[config.mk]
export PLATFORM = sky130hd
export DESIGN_NAME = dti_prog_dly
export DESIGN_NICKNAME = d
export VERILOG_FILES = /design/src/rtl/dti_prog_dly_pkg.sv /design/src/rtl/dly_ring_buf.sv /design/src/rtl/dti_prog_dly.sv
export SDC_FILE = /design/constraint.sdc
export NUM_CORES = 1
export LEC_CHECK = 0
export ABC_AREA = 1
export CAP_MARGIN = 15
export CELL_PAD_IN_SITES_DETAIL_PLACEMENT = 1
export CELL_PAD_IN_SITES_GLOBAL_PLACEMENT = 1
export CORE_MARGIN = 2
export CORE_UTILIZATION = 50
export DETAILED_ROUTE_END_ITERATION = 12
export GPL_TIMING_DRIVEN = 0
export PLACE_DENSITY_LB_ADDON = 0.1
export SETUP_SLACK_MARGIN = 0.02
export SLEW_MARGIN = 20
export SYNTH_ARGS = -nofsm -noshare
export SYNTH_HDL_FRONTEND = slang
export SYNTH_SLANG_ARGS = --single-unit
[constraint.sdc]
create_clock -name clk -period 8.9 [get_ports clk]
set_input_delay 1.335 -clock clk [delete_from_list [all_inputs] [get_ports clk]]
set_output_delay 1.335 -clock clk [all_outputs]
set_load 0.02 [all_outputs]
[src/rtl/dti_prog_dly_pkg.sv]
// dti_prog_dly_pkg: shared state type and delay/pointer helpers for the programmable delay line
package dti_prog_dly_pkg;
  typedef enum logic {FILL, DRAIN} state_t;
  function automatic int clamp_dly(input int cfg, input int depth);
    return (cfg == 0) ? 1 : (cfg > depth) ? depth : cfg;
  endfunction
  function automatic int ptr_inc(input int ptr, input int depth);
    return (ptr == depth - 1) ? 0 : ptr + 1;
  endfunction
endpackage

[src/rtl/dly_ring_buf.sv]
// dly_ring_buf: register-array ring buffer with explicit-compare pointer wrap
module dly_ring_buf
  import dti_prog_dly_pkg::*;
#(
  parameter int W_DIN = 16,
  parameter int DEPTH = 8
) (
  input  logic             clk,
  input  logic             rst,
  input  logic             push,
  input  logic             pop,
  input  logic [W_DIN-1:0] wr_data,
  output logic [W_DIN-1:0] rd_data
);
  localparam int PW = $clog2(DEPTH);
  logic [W_DIN-1:0] mem [DEPTH];
  logic [PW-1:0] wr_ptr, rd_ptr;
  always_ff @(posedge clk or negedge rst)
    if (!rst) begin
      wr_ptr <= '0;
      rd_ptr <= '0;
    end else begin
      if (push) wr_ptr <= PW'(ptr_inc(int'(wr_ptr), DEPTH));
      if (pop) rd_ptr <= PW'(ptr_inc(int'(rd_ptr), DEPTH));
    end
  always_ff @(posedge clk)
    if (push) mem[wr_ptr] <= wr_data;
  assign rd_data = mem[rd_ptr];
endmodule

[src/rtl/dti_prog_dly.sv]
// dti_prog_dly: collects a run-time number of tokens before streaming them out in FIFO order
module dti_prog_dly
  import dti_prog_dly_pkg::*;
#(
  parameter int W_DIN = 16,
  parameter int DEPTH = 8,
  localparam int CW = $clog2(DEPTH + 1)
) (
  input  logic             clk,
  input  logic             rst,
  input  logic [W_DIN-1:0] din_data,
  input  logic             din_valid,
  output logic             din_ready,
  output logic [W_DIN-1:0] dout_data,
  output logic             dout_valid,
  input  logic             dout_ready,
  input  logic [CW-1:0]    cfg_dly,
  input  logic             flush,
  output logic [CW-1:0]    count,
  output logic             primed
);
  state_t state, state_nx;
  logic [CW-1:0] dly_q, count_nx;
  logic push, pop;
  assign push = din_valid && din_ready;
  assign pop = dout_valid && dout_ready;
  assign primed = (state == DRAIN);
  // a full buffer still accepts when the head leaves in the same cycle
  always_comb begin
    dout_valid = (state == DRAIN) && (count != '0);
    din_ready = rst && ((state == FILL) ? (count < dly_q) : ((count < CW'(DEPTH)) || dout_ready));
    count_nx = (push && !pop) ? count + 1'b1 : (pop && !push) ? count - 1'b1 : count;
    state_nx = (state == FILL)
             ? (((count_nx == dly_q) || (flush && (count != '0))) ? DRAIN : FILL)
             : ((count_nx == '0) ? FILL : DRAIN);
  end
  always_ff @(posedge clk or negedge rst)
    if (!rst) begin
      state <= FILL;
      count <= '0;
      dly_q <= CW'(DEPTH);
    end else begin
      state <= state_nx;
      count <= count_nx;
      if ((state == FILL) && (count == '0)) dly_q <= CW'(clamp_dly(int'(cfg_dly), DEPTH));
    end
  dly_ring_buf #(.W_DIN(W_DIN), .DEPTH(DEPTH)) u_buf (
    .clk(clk),
    .rst(rst),
    .push(push),
    .pop(pop),
    .wr_data(din_data),
    .rd_data(dout_data)
  );
endmodule

Figure 1. Clock distribution (run 1).
Bar = 20 um.
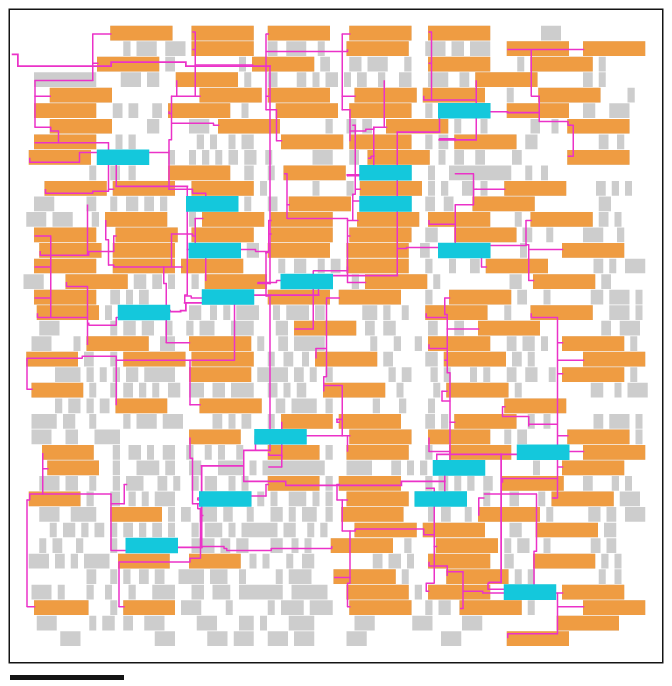
clock drivers -> cyan  # count 17
clock wires -> magenta  # length 1,680 um
flip-flops -> orange  # count 143
routed clock nets = 18
flops lie = spread over the die
Latency at later pin: 0.42 ns
Clock Skew: 0.00434 ns
power drawn by the clock network: 703 uW
clock network fraction of design power: 0.264

Figure 2. Cells coloured by class (run 1).
Fill, decap, tap and diode cells in grey.
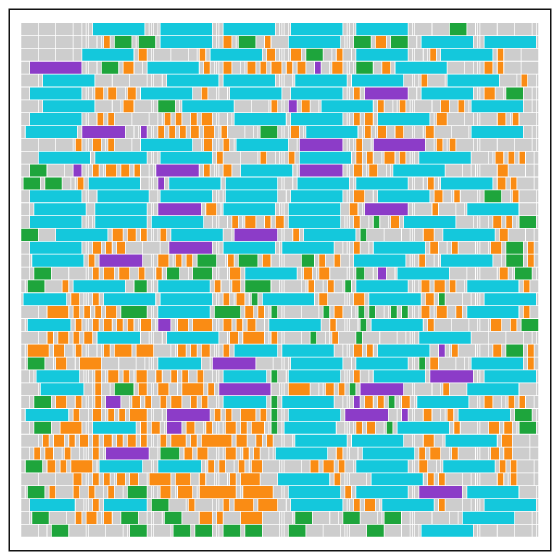
clock drivers and dummy loads -> purple  # cells 32, share of their area 8.0%
combinational and other logic -> orange  # cells 351, share of their area 24%
other buffers and delay cells -> green  # cells 82, share of their area 9.6%
flops -> cyan  # cells 143, share of their area 58%
post-route design area: 7440 sq um
fin util: 0.625

Figure 3. Signal wires by layer (run 1).
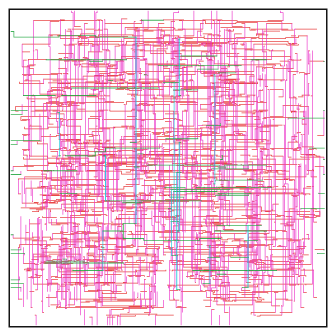
metal 3 -> green  # wire length 809 um
metal 4 -> cyan  # wire length 356 um
metal 1 -> red  # wire length 6,920 um
metal 2 -> magenta  # wire length 8,610 um
overall global routing resource usage: 0.273
total via count after detailed routing: 4,336
Routed WL: 16,700 um

==> impl_report.txt, run 1 <==
RUN METRICS
----------------------------------------------------
[Status]
  Run status ........................ completed

[Pwr]
  Total Power Consumption ........................ 2670 uW
  Static leakage ........................ 0.00271 uW
  Highest ir drop seen on vdd ........................ 0.174 mV
  Part of the power in registers ........................ 0.323

[Hold path]
  Launch point of the worst hold path ........................ dly_q[3]
  Hold Crit Class ........................ reg2reg
  Number of stages on the worst hold path ........................ 2

[Critical path]
  Worst endpoint required time ........................ 7.57 ns
  Endpoint class of the critical path ........................ output pin
  Cell class contributing the biggest share of worst-path delay ........................ buffers and inverters
  Termination of the worst setup path ........................ din_ready
  Kind of critical path ........................ in2out
  Number of buffers and inverters on the critical path ........................ 3
  Worst-path cell chain ........................ clkdlybuf4s50_1 > inv_1 > a31oi_4 > a21boi_0 > clkdlybuf4s50_1
  Startpoint class of the critical path ........................ primary input
  CP max-delay cell ........................ clkdlybuf4s50_1
  Critical register-to-register path endpoint ........................ u_buf.mem[4][3]
  Cell seen most often among critical-path stages ........................ clkdlybuf4s50_1

[Flow run]
  Count of max-cap constraint violations ........................ 0

[STA]
  Final Critical Period ........................ 4.90 ns
  Maximum clock frequency ........................ 204 MHz
  # setup viols final ........................ 0
  Final worst slack ........................ 4.00 ns
  Count of endpoints failing hold in the final timing report ........................ 0
  Setup TNS ........................ 0 ns

[Place]
  Placed Cells ........................ 723
  Placed wire-length estimate after detailed placement ........................ 11,000 um

[Logic synthesis]
  Adder Share, Synth ........................ 0.0185
  Synth cell types ........................ 33
  Post-synth design cell area ........................ 6070 sq um
  Sequential fraction of the synthesis area ........................ 0.695
  Top cell type by total area after synthesis ........................ edfxtp_1
  Dominant cell area share ........................ 0.633
  Most used standard cells in the synthesized netlist ........................ edfxtp_1, nor2_1, o21ai_0, nand2_1, inv_1
  Number of storage elements in the synthesis netlist ........................ 143
  Synthesized instance count ........................ 519
  Chip area estimate from yosys synthesis ........................ 6070 sq um
  Number of enable flip-flop cells ........................ 128
  Cells in synth_stat.txt ........................ 519

[Floorplan]
  # IOs ........................ 48
  Die span in x ........................ 114 um
  Row count ........................ 40

[Detailed routing]
  Remaining routing DRC violations ........................ 0
  Uppermost layer routed ........................ met4
  Post-Route M1 WL ........................ 6920 um
  Routed wl met2 ........................ 8610 um
  Routed WL per cell ........................ 22.1 um

[Finish]
  Antenna diode count ........................ 0
  Leading cell category by total area ........................ registers
  Storage element area ........................ 4220 sq um
  Total of clock buffers placed in the layout ........................ 19
  Final-stage net count ........................ 629
  Fraction of area in clock buffers and inverters ........................ 0.0777
  Multi-input logic cell count ........................ 318
  Largest register FFs ........................ 128
  Relative area change from synthesis to final layout ........................ 22.6%
  Buffers excl. clock ........................ 82
  Largest registers ........................ u_buf.mem x128, count x4, dly_q x4
  Sequential share of cell area ........................ 0.567
  Layout inverter count without the clock tree ........................ 33
  Most frequent standard cell in the layout excluding fill and tap cells ........................ edfxtp_1
  Comb gate area ........................ 1640 sq um
  Top register by number of flip-flops ........................ u_buf.mem

[Global routing]
  Pin count of the biggest net entering global routing ........................ 17

[Clocking]
  Post-CTS setup buffers ........................ 0
  Cts-stage hold buffer count ........................ 0
  Clock tree from TritonCTS ........................ built
  H-tree levels ........................ 4

----------------------------------------------------
==> run 2, diff against run 1 <==
--- a/config.mk
+++ b/config.mk
@@ -10,7 +10,7 @@
 export CELL_PAD_IN_SITES_DETAIL_PLACEMENT = 1
 export CELL_PAD_IN_SITES_GLOBAL_PLACEMENT = 1
 export CORE_MARGIN = 2
-export CORE_UTILIZATION = 50
+export CORE_UTILIZATION = 42
 export DETAILED_ROUTE_END_ITERATION = 12
 export GPL_TIMING_DRIVEN = 0
 export PLACE_DENSITY_LB_ADDON = 0.1
==> constraint.sdc (replaced) <==
create_clock -name clk -period 4.5 [get_ports clk]
set_input_delay 0.675 -clock clk [delete_from_list [all_inputs] [get_ports clk]]
set_output_delay 0.675 -clock clk [all_outputs]
set_load 0.02 [all_outputs]
==> run 2 against run 1 <==
Clock-buffer cell count increased by 1; synthesized area unchanged; highest routed layer unchanged; sequential cell count unchanged; core utilization decreased by 9.0 points; critical path type is now reg2out; synthesized cell count unchanged; register-to-register slack got worse by 4.5 ns; largest power group unchanged; global-route usage decreased by 4.4 points; clock skew increased by 0.00079 ns; critical path depth increased by 4.
==> impl_report.txt, run 2 <==
RUN METRICS
----------------------------------------------------
[STA]
  Maximum clock frequency ........................ 254 MHz
  Setup TNS ........................ 0 ns
  Count of endpoints failing hold in the final timing report ........................ 0
  Final worst slack ........................ 0.563 ns
  Clock Skew ........................ 0.00514 ns
  # setup viols final ........................ 0

[Finish]
  Top register by number of flip-flops ........................ u_buf.mem
  Layout inverter count without the clock tree ........................ 33
  Relative area change from synthesis to final layout ........................ 23.3%
  Largest register FFs ........................ 128
  Antenna diode count ........................ 0
  Most frequent standard cell in the layout excluding fill and tap cells ........................ edfxtp_1
  Leading cell category by total area ........................ registers
  Fraction of area in clock buffers and inverters ........................ 0.0804
  Comb gate area ........................ 1650 sq um
  Final-stage net count ........................ 627
  Storage element area ........................ 4220 sq um
  Largest registers ........................ u_buf.mem x128, count x4, dly_q x4
  Multi-input logic cell count ........................ 318

[Critical path]
  Worst-path cell chain ........................ clkbuf_1 > inv_1 > buf_2 > clkbuf_1 > nor2_1 > o22ai_1 > nor2_1 > a31oi_1 > clkdlybuf4s50_1
  CP max-delay cell ........................ clkdlybuf4s50_1
  Number of buffers and inverters on the critical path ........................ 5
  Kind of critical path ........................ reg2out
  Cell class contributing the biggest share of worst-path delay ........................ buffers and inverters
  Critical register-to-register path endpoint ........................ u_buf.mem[4][6]
  Termination of the worst setup path ........................ dout_data[4]
  Endpoint class of the critical path ........................ output pin

[Flow run]
  Count of max-cap constraint violations ........................ 0

[Place]
  Placed wire-length estimate after detailed placement ........................ 10,900 um
  Placed Cells ........................ 754

[Status]
  Run status ........................ completed

[Logic synthesis]
  Number of enable flip-flop cells ........................ 128
  Chip area estimate from yosys synthesis ........................ 6070 sq um
  Synth Area in XOR/XNOR ........................ 0.00577
  Top cell type by total area after synthesis ........................ edfxtp_1
  Synth cell types ........................ 33
  Sequential fraction of the synthesis area ........................ 0.695
  Number of storage elements in the synthesis netlist ........................ 143
  Dominant cell area share ........................ 0.633
  Cells in synth_stat.txt ........................ 519
  Post-synth design cell area ........................ 6070 sq um
  Adder Share, Synth ........................ 0.0185
  Synthesized instance count ........................ 519

[Pwr]
  Clock network fraction of design power ........................ 0.275
  Part of the power in registers ........................ 0.318
  Static leakage ........................ 0.00270 uW
  Highest ir drop seen on vdd ........................ 0.366 mV

[Clocking]
  Cell at the root of the clock tree ........................ clkbuf_16
  Cts-stage hold buffer count ........................ 0
  Sinks on Clock Net ........................ 143
  Post-CTS setup buffers ........................ 0
  Latency at later pin ........................ 0.42 ns
  Number of buffers inserted during clock tree synthesis ........................ 17
  Clock tree from TritonCTS ........................ built

[Detailed routing]
  Remaining routing DRC violations ........................ 0
  Total via count after detailed routing ........................ 4,255
  Routed wl met2 ........................ 8370 um
  Uppermost layer routed ........................ met4
  Routed WL per cell ........................ 21.5 um
  Post-Route M1 WL ........................ 7550 um

[Floorplan]
  Die span in x ........................ 124 um
  Floorplan core density ........................ 0.434
  # IOs ........................ 48

[Hold path]
  Number of stages on the worst hold path ........................ 2
  Launch point of the worst hold path ........................ dly_q[3]
  Hold Crit Class ........................ reg2reg

[Global routing]
  Overall global routing resource usage ........................ 0.229
  Pin count of the biggest net entering global routing ........................ 17
  Overflow left after global routing ........................ 0

----------------------------------------------------
Figure 4. Cells coloured by class (run 2).
Fill, decap, tap and diode cells in grey.
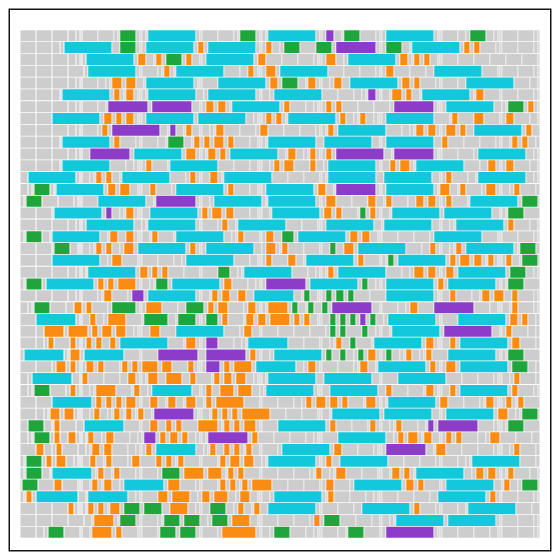
sequential share of cell area: 0.564
fin util: 0.535
row count: 43
area of the core: 14,000 sq um
post-route design area: 7490 sq um

Figure 5. Cell placement (run 2).
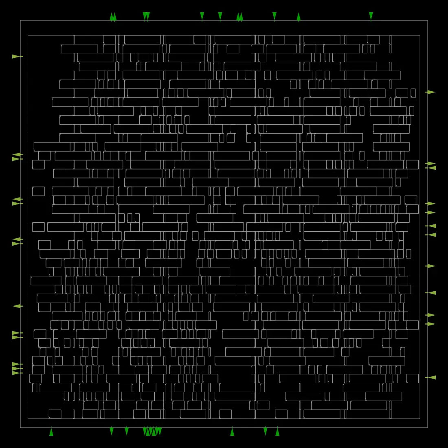
number of non-filler instances in the completed layout: 785
Seq cells: 143
tap cell instance count: 180
Layout fillers: 1,461

==> run 3, diff against run 2 <==
--- a/config.mk
+++ b/config.mk
@@ -9,13 +9,13 @@
 export CAP_MARGIN = 15
 export CELL_PAD_IN_SITES_DETAIL_PLACEMENT = 1
 export CELL_PAD_IN_SITES_GLOBAL_PLACEMENT = 1
-export CORE_MARGIN = 2
+export CORE_MARGIN = 3
 export CORE_UTILIZATION = 42
 export DETAILED_ROUTE_END_ITERATION = 12
 export GPL_TIMING_DRIVEN = 0
 export PLACE_DENSITY_LB_ADDON = 0.1
 export SETUP_SLACK_MARGIN = 0.02
-export SLEW_MARGIN = 20
+export SLEW_MARGIN = 10
 export SYNTH_ARGS = -nofsm -noshare
 export SYNTH_HDL_FRONTEND = slang
 export SYNTH_SLANG_ARGS = --single-unit
Figure 6. Signal wires by layer (run 3).
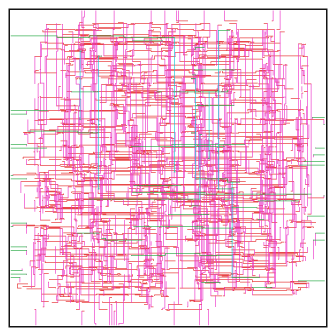
metal 1 -> red  # wire length 7,350 um
metal 2 -> magenta  # wire length 8,530 um
metal 4 -> cyan  # wire length 328 um
metal 3 -> green  # wire length 745 um
Routed WL per cell: 21.6 um
total via count after detailed routing: 4,278

Figure 7. I/O pins on the die edge (run 3).
Pins as bars across the die edge, other pins in grey.
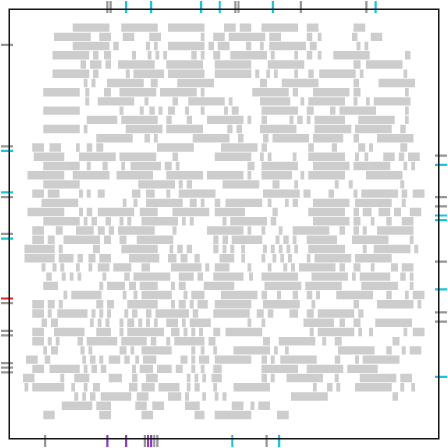
dout_ready -> red  # pins 1, direction input, edge left
din_data -> cyan  # pins 16, direction input, edge 6 top, 5 right, 3 left, 2 bottom
count -> purple  # pins 4, direction output, edge bottom
all pins by edge = 14 left, 12 top, 11 bottom, 11 right
die span in x: 126 um
Buffers on Ports: 47
die outline height: 126 um

==> run 3 against run 2 <==
Combinational power is essentially flat; die size up 3.2%; critical endpoint unchanged; first-iteration DRC count shrank 11%; fmax is 1.2% higher; sequential cell count unchanged; critical path type unchanged; design area down 0.23%; clock skew up 0.0044 ns; highest routed layer unchanged; synthesized cell count unchanged; global-route usage fell by 0.27 points; worst hold slack worse by 0.017 ns.
==> impl_report.txt, run 3 <==
RUN METRICS
----------------------------------------------------
[Status]
  Run status ........................ completed

[Finish]
  Layout inverter count without the clock tree ........................ 33
  Largest register FFs ........................ 128
  Storage element area ........................ 4220 sq um
  Seq cells ........................ 143
  Largest registers ........................ u_buf.mem x128, count x4, dly_q x4
  Buffers excl. clock ........................ 81
  Post-route design area ........................ 7470 sq um
  Antenna diode count ........................ 0
  Top register by number of flip-flops ........................ u_buf.mem
  Relative area change from synthesis to final layout ........................ 23.0%
  Fraction of area in clock buffers and inverters ........................ 0.0739

[Critical path]
  Endpoint class of the critical path ........................ output pin
  CP max-delay cell ........................ clkdlybuf4s50_1
  Worst-path cell chain ........................ clkbuf_1 > inv_1 > buf_2 > clkbuf_1 > nor2_1 > o22ai_1 > nor2_1 > a31oi_1 > clkdlybuf4s50_1
  Worst endpoint required time ........................ 3.83 ns
  Termination of the worst setup path ........................ dout_data[4]
  Startpoint class of the critical path ........................ flip-flop
  Cell class contributing the biggest share of worst-path delay ........................ buffers and inverters

[Pwr]
  Total Power Consumption ........................ 5200 uW
  Part of the power in registers ........................ 0.326
  Highest ir drop seen on vdd ........................ 0.460 mV

[Floorplan]
  Area of the core ........................ 14,000 sq um

[Hold path]
  Launch point of the worst hold path ........................ dly_q[3]

[STA]
  Setup TNS ........................ 0 ns
  Count of endpoints failing hold in the final timing report ........................ 0
  Clock Skew ........................ 0.00955 ns

[Place]
  Placed wire-length estimate after detailed placement ........................ 11,200 um

[Logic synthesis]
  Cells in synth_stat.txt ........................ 519
  Number of enable flip-flop cells ........................ 128
  Synth Area in XOR/XNOR ........................ 0.00577
  Synthesized instance count ........................ 519
  Chip area estimate from yosys synthesis ........................ 6070 sq um
  Most used standard cells in the synthesized netlist ........................ edfxtp_1, nor2_1, o21ai_0, nand2_1, inv_1

[Detailed routing]
  Uppermost layer routed ........................ met4
  Routed wl met2 ........................ 8530 um

[Clocking]
  Clock tree from TritonCTS ........................ built
  Latency at later pin ........................ 0.42 ns

[Flow run]
  Count of max-cap constraint violations ........................ 0

[Global routing]
  Overflow left after global routing ........................ 0

----------------------------------------------------
No activity file was given, so power comes from the tool's default toggle rates.
